==> config.mk <==
export PLATFORM = sky130hd
export DESIGN_NAME = nibble_mac_datapath
export DESIGN_NICKNAME = d
export VERILOG_FILES = /design/src/rtl/nibble_mac_datapath.sv
export SDC_FILE = /design/constraint.sdc
export NUM_CORES = 1
export LEC_CHECK = 0
export CORE_ASPECT_RATIO = 1.5
export CORE_UTILIZATION = 47
export CTS_BUF_LIST = sky130_fd_sc_hd__clkbuf_8
export CTS_CLUSTER_SIZE = 28
export DETAILED_ROUTE_END_ITERATION = 8
export PLACE_DENSITY = 0.8
export SETUP_SLACK_MARGIN = 0.1
export SLEW_MARGIN = 20
export SYNTH_ARGS = -nofsm -noshare
export SYNTH_HDL_FRONTEND = slang
export SYNTH_SLANG_ARGS = --single-unit
==> constraint.sdc <==
create_clock -name clk -period 5 [get_ports clk]
set_input_delay 1.25 -clock clk [delete_from_list [all_inputs] [get_ports clk]]
set_output_delay 1.25 -clock clk [all_outputs]
set_load 0.02 [all_outputs]
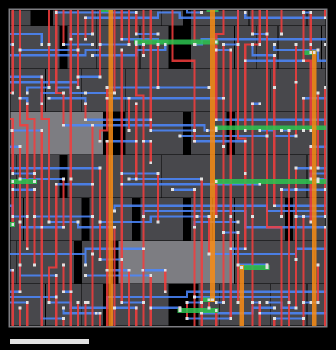
Fig. 1. Close-up of the layout (run 1).
The bar under the picture is 5 µm long. Window x 18 to 38, y 49 to 69 µm. Cells in grey, sequential cells in the stronger grey; small squares are vias.
metal 4: drawn in orange. metal 1: drawn in blue. metal 3: drawn in green. metal 2: drawn in red.
39 logic cells have their middle in the window. Most frequent: buf_4 (9), nand2_1 (3). Sequential cells in the window: 2.

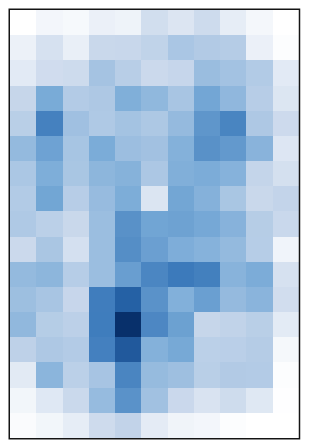
Fig. 2. Routed metal per tile (run 1).
11 x 17 tiles, from white (low) to dark blue (high), scaled to the fullest tile. Values are wire area over tile area, all layers added.
The mean over all tiles is 0.30. 4.3% of the tiles are nearly empty. The fullest tile reaches 0.89. The emptiest ninth of the die: lower right. 17% of the tiles are over half the peak.
Total GRT Usage: 31.6%
WL per Instance: 20.1 µm
total vias in the final route: 2635
final WL: 8750 µm

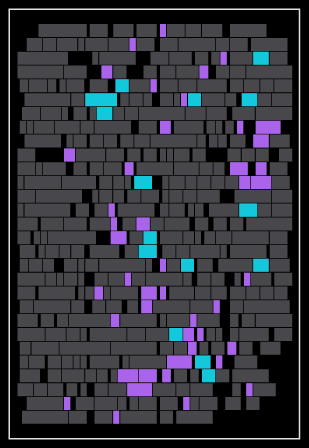
Fig. 3. Selected gate families (run 1).
non-inverting ao/oa cells: drawn in cyan, cells 15. nor cells: drawn in purple, cells 45.
final non-filler cell total: 435
Comb area share: 56.3%
Commonest Layout Cell: buf_4

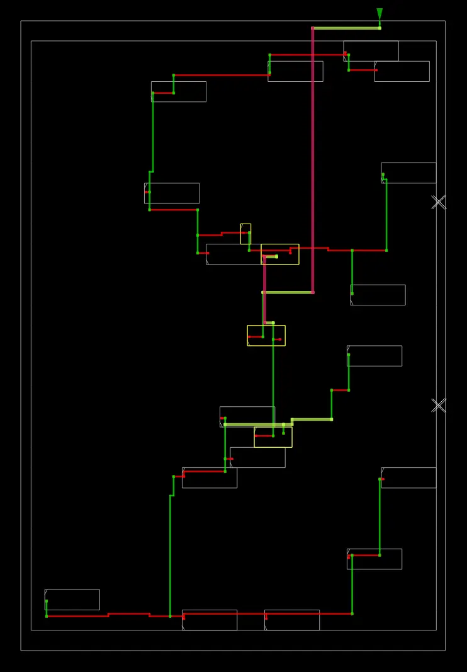
Fig. 4. Clock nets (run 1).
Sink Count: 17
P_clk: 0.000112 W
clock buffer count: 3

==> impl_metrics.json, run 1 <==
{
  "ir_drop_mv": 0.168,
  "io_pins": 53,
  "synth.most_common_cell": "ha_1",
  "p_leak_nw": 1.70,
  "outcome": "finished with violations",
  "grt.met1_usage_pct": 29.4,
  "wl_met2_um": 4820,
  "layout.nonclk_buf_share_pct": 29.5,
  "power_frac_seq_pct": 16.1,
  "post-route-drc-count": 4,
  "antenna_found_initial": 0,
  "fin_ws_ns": -0.258,
  "comb_cells": 215,
  "hold_viol_final": 0,
  "synth.distinct_cells": 57,
  "grt_use_met3_pct": 2.16,
  "log.warning_count": 30,
  "violations": "design-rule violations, negative setup slack",
  "yosysWarnings": 0,
  "syn_area_um2": 2120,
  "startpoint_type": "input pin",
  "postCtsSetupBuffers": 9,
  "hold_buffers": 0,
  "clk_share_pct": 1.19,
  "grt_pass1_wl_um": 12000,
  "fa_ha_area_share_pct": 21.8,
  "cts_tree": "done",
  "viasPerCell": 6.06,
  "yosys.stat.chipArea_um2": 2120,
  "end_kind": "register",
  "path_buffers": 5,
  "cp.depth": 21,
  "top_power_group": "combinational cells",
  "pre_cts_ws_ns": -1.11,
  "ys_sh_simple_pct": 23.4,
  "max_stage_delay_ns": 0.55,
  "antenna_left": 0,
  "gr-total-overflow": 0,
  "maxCapViolations": 0,
  "die-area_um2": 4790,
  "setup_viol": 13,
  "grt.busiest_layer": "met2",
  "holdWs_ns": 0.638,
  "wl_met1_um": 2990
}
Fig. 5: run 1, pin map
The bar under the picture is 20 µm long. Pins as bars across the die edge, other pins in grey.
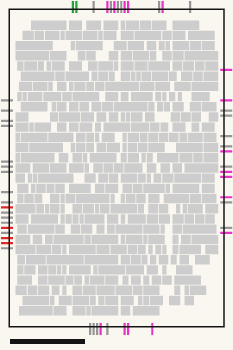

==> run 2, diff against run 1 <==
--- a/config.mk
+++ b/config.mk
@@ -6,12 +6,11 @@
 export NUM_CORES = 1
 export LEC_CHECK = 0
 export CORE_ASPECT_RATIO = 1.5
-export CORE_UTILIZATION = 47
+export CORE_UTILIZATION = 40
 export CTS_BUF_LIST = sky130_fd_sc_hd__clkbuf_8
 export CTS_CLUSTER_SIZE = 28
 export DETAILED_ROUTE_END_ITERATION = 8
-export PLACE_DENSITY = 0.8
-export SETUP_SLACK_MARGIN = 0.1
+export PLACE_DENSITY = 0.7
 export SLEW_MARGIN = 20
 export SYNTH_ARGS = -nofsm -noshare
 export SYNTH_HDL_FRONTEND = slang
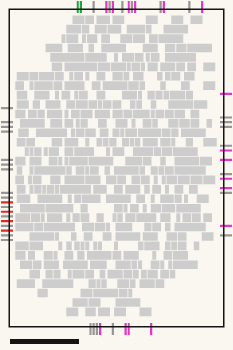
Fig. 6. Pin map (run 2).
The bar under the picture is 20 µm long. Pins as bars across the die edge, other pins in grey.
state: drawn in green, pins 2, direction input, edge top. in1: drawn in red, pins 4, direction input, edge left. out: drawn in magenta, pins 16, direction output, edge 6 top, 6 right, 4 bottom.
All pins by edge: 18 left, 14 top, 13 right, 8 bottom.
IO Port Bufs: 52
die width: 61.5 µm
Die Span Y: 91.2 µm

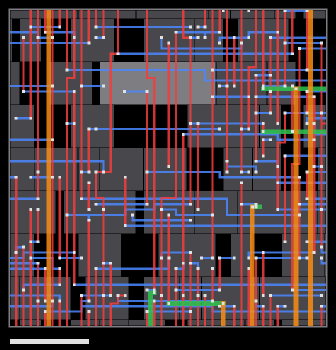
Fig. 7. Close-up of the layout (run 2).
The bar under the picture is 5 µm long. Window x 21 to 41, y 54 to 74 µm. Cells in grey, sequential cells in the stronger grey; small squares are vias.
metal 4: drawn in orange. metal 3: drawn in green. metal 2: drawn in red. metal 1: drawn in blue.
36 logic cells have their middle in the window. Sequential cells in the window: 1. Most frequent: buf_4 (9), nand2_1 (3).

==> run 2 against run 1 <==
The flow now finishes without violations. Utilization down 21 points. Largest cell class unchanged. Sequential share of layout area grew 0.88 points. Clock skew is 0.0043 ns lower. Clock power is essentially flat.
==> impl_metrics.json, run 2 <==
{
  "outcome": "finished, final reports clean",
  "antenna_left": 0,
  "log.warning_count": 30,
  "viasPerCell": 5.34,
  "fa_ha_area_share_pct": 21.8,
  "grt_use_total_pct": 26.2,
  "cts_tree": "done",
  "grt_pass1_wl_um": 11100,
  "end_kind": "primary output",
  "final_cells": 439,
  "fin_ws_ns": 0.0220,
  "gr-total-overflow": 0,
  "path_buffers": 2,
  "wl_met2_um": 3590,
  "nClkBuffers": 3,
  "synth.most_common_cell": "ha_1",
  "hold_viol_final": 0,
  "post-route-drc-count": 0,
  "comb_cells": 215,
  "die-area_um2": 5610,
  "grt.busiest_layer": "met2",
  "maxCapViolations": 0,
  "wl_per_cell_um": 15.1,
  "yosysWarnings": 0,
  "pg_clk_w": 0.000109,
  "synth.distinct_cells": 57,
  "grt_use_met3_pct": 2.56,
  "syn_area_um2": 2120,
  "hold_buffers": 0,
  "top_power_group": "combinational cells",
  "startpoint_type": "input pin",
  "max_stage_delay_ns": 0.54,
  "wl_met1_um": 2400,
  "holdWs_ns": 0.620,
  "ys_sh_simple_pct": 23.4,
  "layout.nonclk_buf_share_pct": 27.4,
  "pre_cts_ws_ns": -1.07,
  "grt.met1_usage_pct": 27.0,
  "yosys.stat.chipArea_um2": 2120,
  "comb_area_share_pct": 56.3,
  "vias": 2343,
  "antenna_found_initial": 0,
  "lay_top_count": "buf_4",
  "postCtsSetupBuffers": 3,
  "power_frac_seq_pct": 18.0,
  "place_congestion": 0.911
}
No activity file was given, so power comes from the tool's default toggle rates.
